File: src/rtl/nco_sweep_ctrl.sv
// nco_sweep_ctrl: sequences a quarter-wave sine NCO to produce one linear-chirp
// reference line per sweep trigger. It owns the NCO clock enable and reset,
// waits out the NCO pipeline fill, and tags exactly the output samples that
// belong to the line.
// Optional feature: define NCO_SWEEP_LINE_CNT_EN to enable the completed-line
// counter on line_cnt_o. Without it, line_cnt_o is tied to zero.
module nco_sweep_ctrl #(
    parameter int APR  = 32,
    parameter int CNTW = 16,
    parameter int LAT  = 10
) (
    input  logic            clk,
    input  logic            reset_n,
    input  logic            cfg_we,
    input  logic [1:0]      cfg_addr,
    input  logic [31:0]     cfg_wdata,
    input  logic            trig_i,
    input  logic            stop_i,
    input  logic            nco_valid_i,
    output logic [APR-1:0]  nco_phi_inc_o,
    output logic            nco_clken_o,
    output logic            nco_reset_n_o,
    output logic            sample_en_o,
    output logic            frame_done_o,
    output logic            busy_o,
    output logic            overrun_o,
    output logic [CNTW-1:0] line_cnt_o
);

    localparam logic [1:0]      ADDR_START = 2'd0;
    localparam logic [1:0]      ADDR_STEP  = 2'd1;
    localparam logic [1:0]      ADDR_NSAMP = 2'd2;
    localparam logic [1:0]      ADDR_CTRL  = 2'd3;
    localparam logic [CNTW-1:0] ONE_CNT    = CNTW'(1);

    typedef enum logic [2:0] {
        S_IDLE,
        S_ARM,
        S_FLUSH,
        S_FILL,
        S_RUN,
        S_DRAIN,
        S_DONE
    } state_t;

    state_t          r_state;

    // Host-visible configuration
    logic [APR-1:0]  r_phi_start;
    logic [APR-1:0]  r_phi_step;
    logic [CNTW-1:0] r_nsamp;
    logic            r_ctrl_arm;
    logic            r_ctrl_cont;

    // Per-line shadows; START is captured directly into the increment
    // register, which then serves as the running accumulator.
    logic [APR-1:0]  r_sh_step;
    logic [CNTW-1:0] r_sh_nsamp;
    logic [CNTW-1:0] r_k;

    // Registered outputs
    logic [APR-1:0]  r_phi_inc;
    logic            r_clken;
    logic            r_nco_rst_n;
    logic            r_frame_done;
    logic            r_busy;
    logic            r_overrun;

    logic            r_trig_d;
    logic [LAT-1:0]  r_tag;
    logic [LAT-1:0]  w_tag_next;

    logic            w_trig_rise;
    logic            w_accept;
    logic            w_done_enter;
    logic            w_ovr_evt;
    logic            w_arm_clr;
    logic            w_tag_in;

    assign w_trig_rise  = trig_i & ~r_trig_d;
    assign w_accept     = (r_state == S_ARM) & w_trig_rise & ~stop_i;
    // A line ends either immediately (empty line) or once the tag pipe drains.
    assign w_done_enter = ~stop_i &
                          ((w_accept & (r_nsamp == '0)) |
                           ((r_state == S_DRAIN) & (w_tag_next == '0)));
    // Triggers while a line is in flight are dropped and flagged; stop masks them.
    assign w_ovr_evt    = w_trig_rise & ~stop_i &
                          (r_state != S_IDLE) & (r_state != S_ARM);
    // Arm drops on abort, and at line end unless continuous re-arm applies.
    assign w_arm_clr    = stop_i |
                          ((r_state == S_DONE) & ~(r_ctrl_cont & r_ctrl_arm));
    assign w_tag_in     = (r_state == S_RUN);

    // Tag pipe mirrors the NCO latency: a 1 enters with each issued increment.
    assign w_tag_next[0] = w_tag_in;
    generate
        for (genvar gi = 1; gi < LAT; gi++) begin : g_tag
            assign w_tag_next[gi] = r_tag[gi-1];
        end
    endgenerate

    // Trigger edge detector
    always_ff @(posedge clk) begin
        if (!reset_n) begin
            r_trig_d <= 1'b0;
        end else begin
            r_trig_d <= trig_i;
        end
    end

    // Configuration registers; FSM-driven arm clear has priority over a write
    always_ff @(posedge clk) begin
        if (!reset_n) begin
            r_phi_start <= '0;
            r_phi_step  <= '0;
            r_nsamp     <= '0;
            r_ctrl_arm  <= 1'b0;
            r_ctrl_cont <= 1'b0;
        end else begin
            if (cfg_we) begin
                case (cfg_addr)
                    ADDR_START: r_phi_start <= APR'(cfg_wdata);
                    ADDR_STEP:  r_phi_step  <= APR'(cfg_wdata);
                    ADDR_NSAMP: r_nsamp     <= CNTW'(cfg_wdata);
                    ADDR_CTRL: begin
                        r_ctrl_arm  <= cfg_wdata[0];
                        r_ctrl_cont <= cfg_wdata[1];
                    end
                    default: ;
                endcase
            end
            if (w_arm_clr) begin
                r_ctrl_arm <= 1'b0;
            end
        end
    end

    // Sticky overrun; a new event beats a simultaneous clear request
    always_ff @(posedge clk) begin
        if (!reset_n) begin
            r_overrun <= 1'b0;
        end else if (w_ovr_evt) begin
            r_overrun <= 1'b1;
        end else if (cfg_we && (cfg_addr == ADDR_CTRL) && cfg_wdata[2]) begin
            r_overrun <= 1'b0;
        end
    end

    // Sample tag shift register, flushed on abort
    always_ff @(posedge clk) begin
        if (!reset_n || stop_i) begin
            r_tag <= '0;
        end else begin
            r_tag <= w_tag_next;
        end
    end

    // Line sequencer with registered NCO controls and status
    always_ff @(posedge clk) begin
        if (!reset_n) begin
            r_state      <= S_IDLE;
            r_phi_inc    <= '0;
            r_clken      <= 1'b0;
            r_nco_rst_n  <= 1'b1;
            r_frame_done <= 1'b0;
            r_busy       <= 1'b0;
            r_sh_step    <= '0;
            r_sh_nsamp   <= '0;
            r_k          <= '0;
        end else begin
            r_frame_done <= w_done_enter;
            r_nco_rst_n  <= 1'b1;
            if (stop_i) begin
                r_state <= S_IDLE;
                r_clken <= 1'b0;
                r_busy  <= 1'b0;
            end else begin
                case (r_state)
                    S_IDLE: begin
                        if (r_ctrl_arm) begin
                            r_state <= S_ARM;
                        end
                    end
                    S_ARM: begin
                        if (w_accept) begin
                            r_phi_inc  <= r_phi_start;
                            r_sh_step  <= r_phi_step;
                            r_sh_nsamp <= r_nsamp;
                            r_k        <= '0;
                            r_busy     <= 1'b1;
                            if (r_nsamp == '0) begin
                                r_state <= S_DONE;
                            end else begin
                                r_state     <= S_FLUSH;
                                r_nco_rst_n <= 1'b0;
                            end
                        end
                    end
                    S_FLUSH: begin
                        r_state <= S_FILL;
                        r_clken <= 1'b1;
                    end
                    S_FILL: begin
                        if (nco_valid_i) begin
                            r_state <= S_RUN;
                        end
                    end
                    S_RUN: begin
                        // Last increment stays on the bus while the pipe drains
                        if (r_k == r_sh_nsamp - ONE_CNT) begin
                            r_state <= S_DRAIN;
                        end else begin
                            r_phi_inc <= r_phi_inc + r_sh_step;
                            r_k       <= r_k + ONE_CNT;
                        end
                    end
                    S_DRAIN: begin
                        if (w_tag_next == '0) begin
                            r_state <= S_DONE;
                            r_clken <= 1'b0;
                        end
                    end
                    S_DONE: begin
                        r_busy <= 1'b0;
                        if (r_ctrl_cont && r_ctrl_arm) begin
                            r_state <= S_ARM;
                        end else begin
                            r_state <= S_IDLE;
                        end
                    end
                    default: begin
                        r_state <= S_IDLE;
                        r_clken <= 1'b0;
                        r_busy  <= 1'b0;
                    end
                endcase
            end
        end
    end

`ifdef NCO_SWEEP_LINE_CNT_EN
    logic [CNTW-1:0] r_line_cnt;

    // Completed-line counter, wraps naturally, cleared by reset only
    always_ff @(posedge clk) begin
        if (!reset_n) begin
            r_line_cnt <= '0;
        end else if (w_done_enter) begin
            r_line_cnt <= r_line_cnt + ONE_CNT;
        end
    end

    assign line_cnt_o = r_line_cnt;
`else
    assign line_cnt_o = '0;
`endif

    assign nco_phi_inc_o = r_phi_inc;
    assign nco_clken_o   = r_clken;
    assign nco_reset_n_o = r_nco_rst_n;
    assign sample_en_o   = r_tag[LAT-1];
    assign frame_done_o  = r_frame_done;
    assign busy_o        = r_busy;
    assign overrun_o     = r_overrun;

endmodule

File: config.mk
export PLATFORM = sky130hd
export DESIGN_NAME = nco_sweep_ctrl
export DESIGN_NICKNAME = d
export VERILOG_FILES = /design/src/rtl/nco_sweep_ctrl.sv
export SDC_FILE = /design/constraint.sdc
export NUM_CORES = 1
export LEC_CHECK = 0
export CAP_MARGIN = 30
export CORE_MARGIN = 5
export CORE_UTILIZATION = 25
export DETAILED_ROUTE_END_ITERATION = 10
export GPL_ROUTABILITY_DRIVEN = 0
export PLACE_DENSITY_LB_ADDON = 0.15
export SYNTH_ARGS = -nofsm -noshare
export SYNTH_HDL_FRONTEND = slang
export SYNTH_SLANG_ARGS = --single-unit
File: constraint.sdc
create_clock -name clk -period 3.8 [get_ports clk]
set_input_delay 0.76 -clock clk [delete_from_list [all_inputs] [get_ports clk]]
set_output_delay 0.76 -clock clk [all_outputs]
set_load 0.1 [all_outputs]
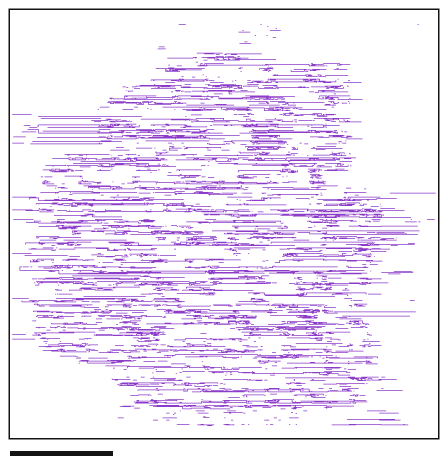
layer_met1.png
The bar under the picture is 50 microns long.
The layer holds 52% of the routed length. 1259 nets have wire on it. The wires run mostly horizontal. The longest straight run is 61.6 microns. The layer carries 15200 microns of wire.
count of vias placed by the detailed router: 8394
final WL: 29.3 mm

==> reports/summary.log <==
[floorplanning] area of the chip 42800 sq um
[power] sequential logic power 2.11 mW
[global_routing] pin count of the biggest net entering global routing 80
[sta] hold violation total from the final report 0
[route] ANT nets after route 0
[sta] post-route setup TNS 0 ns
[critical_path] Worst Setup Path Type flip-flop to flip-flop
[clocking] Worst-Skew Late Latency 0.44 ns
[global_routing] met1 usage 20.3%
[route] uppermost metal layer occupied by signal nets met4
[logic_synthesis] synthesized cell area 9700 sq um
[route] Avg WL per Cell 16.2 microns
[global_routing] M3 GR Usage 2.62%
[logic_synthesis] main flop type after synthesis dfxtp_1
[power] Internal Power 3.20 mW
[global_routing] overall track demand over capacity in global routing 13.8%
[outcome] status complete, no violations
[critical_path] critical path buffer and inverter count 2
[worst_hold_path] Hold/Removal Path Class flip-flop to flip-flop
[critical_path] slowest cell on the critical path a2111oi_0
[global_routing] first-pass GRT wire length 46.3 mm
[route] total DRC errors in the routed layout 0
[placed_design] dpl hpwl 20.5 mm
[layout] fraction of layout cells with a size suffix above 1 5.58%
[clocking] Max Root-Sink Buffers 2
[logic_synthesis] number of storage elements in the synthesis netlist 197
[logic_synthesis] cell accounting for the most synthesized area dfxtp_1
[critical_path] data arrival time at the worst-slack endpoint 3.56 ns
[layout] buffer share of cell area 8.15%
[power] Peak supply drop 0.313 mV
[route] routed length on met1 15.2 mm
[placed_design] placement-stage worst setup slack 0.546 ns
[floorplanning] number of primary I/O pins 94
[global_routing] number of antenna violations at the first check in global routing 0
[floorplanning] Tap Cells 518
[logic_synthesis] share of synthesized cell area in and, or, nand and nor gates 24.0%
[sta] count of endpoints failing setup in the final report 0
[power] combinational power 0.267 mW
[critical_path] kind of start point of the critical path flip-flop
[logic_synthesis] Synth Area in Adders 4.46%
[critical_path] Required @ worst endpoint 4.12 ns
[logic_synthesis] AND-OR/OR-AND Cells, Area Fraction 20.0%
[logic_synthesis] mean area per synthesized cell 7.81 sq um
[floorplanning] floorplan core density 25.2%
[logic_synthesis] Async S/R FF share, synth 0%
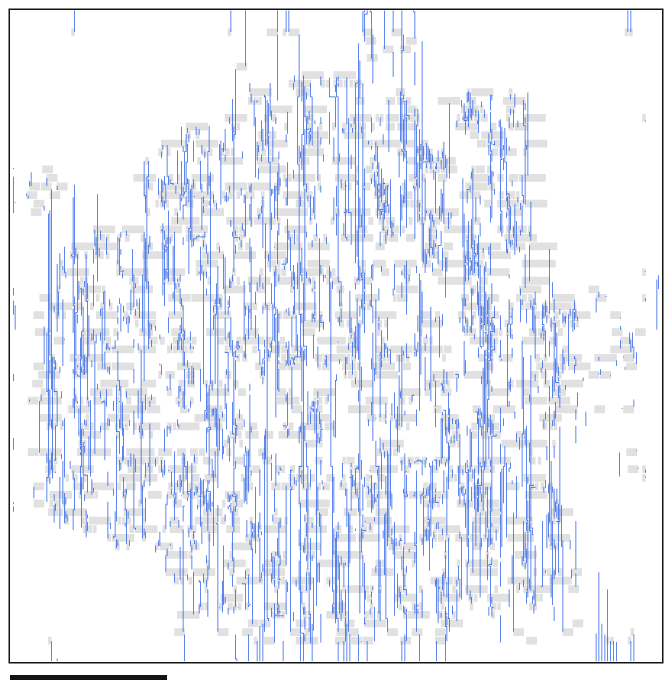
layer_met2.png
The bar under the picture is 50 microns long.
The longest straight run is 99.4 microns. The wires run mostly vertical. The layer carries 12700 microns of wire.

## flip-flops by register name, indices dropped and copies added, names as in the netlist, 3 cells and up
signal	cells
r_k	16
r_sh_nsamp	16
nco_phi_inc_o	32
r_tag	10
r_phi_step	32
r_sh_step	32
r_nsamp	16
r_phi_start	32
r_state	3
## worst paths after layout
check / to / cells after the start / slack (ns)
max: nco_phi_inc_o[30] / 13 / 0.56
min: r_sh_step[5] / 2 / 0.45
max reg2reg: nco_phi_inc_o[30] / 13 / 0.56
min reg2reg: r_sh_step[5] / 2 / 0.45
## tightest hold or removal path: cells and delay by family, from the launching register on
kind,cells,cell delay (ns)
DFF,1,0.31
and+or+nand+nor,1,0.05
AOI/OAI and AO/OA,1,0.05
No activity file was given, so power comes from the tool's default toggle rates.
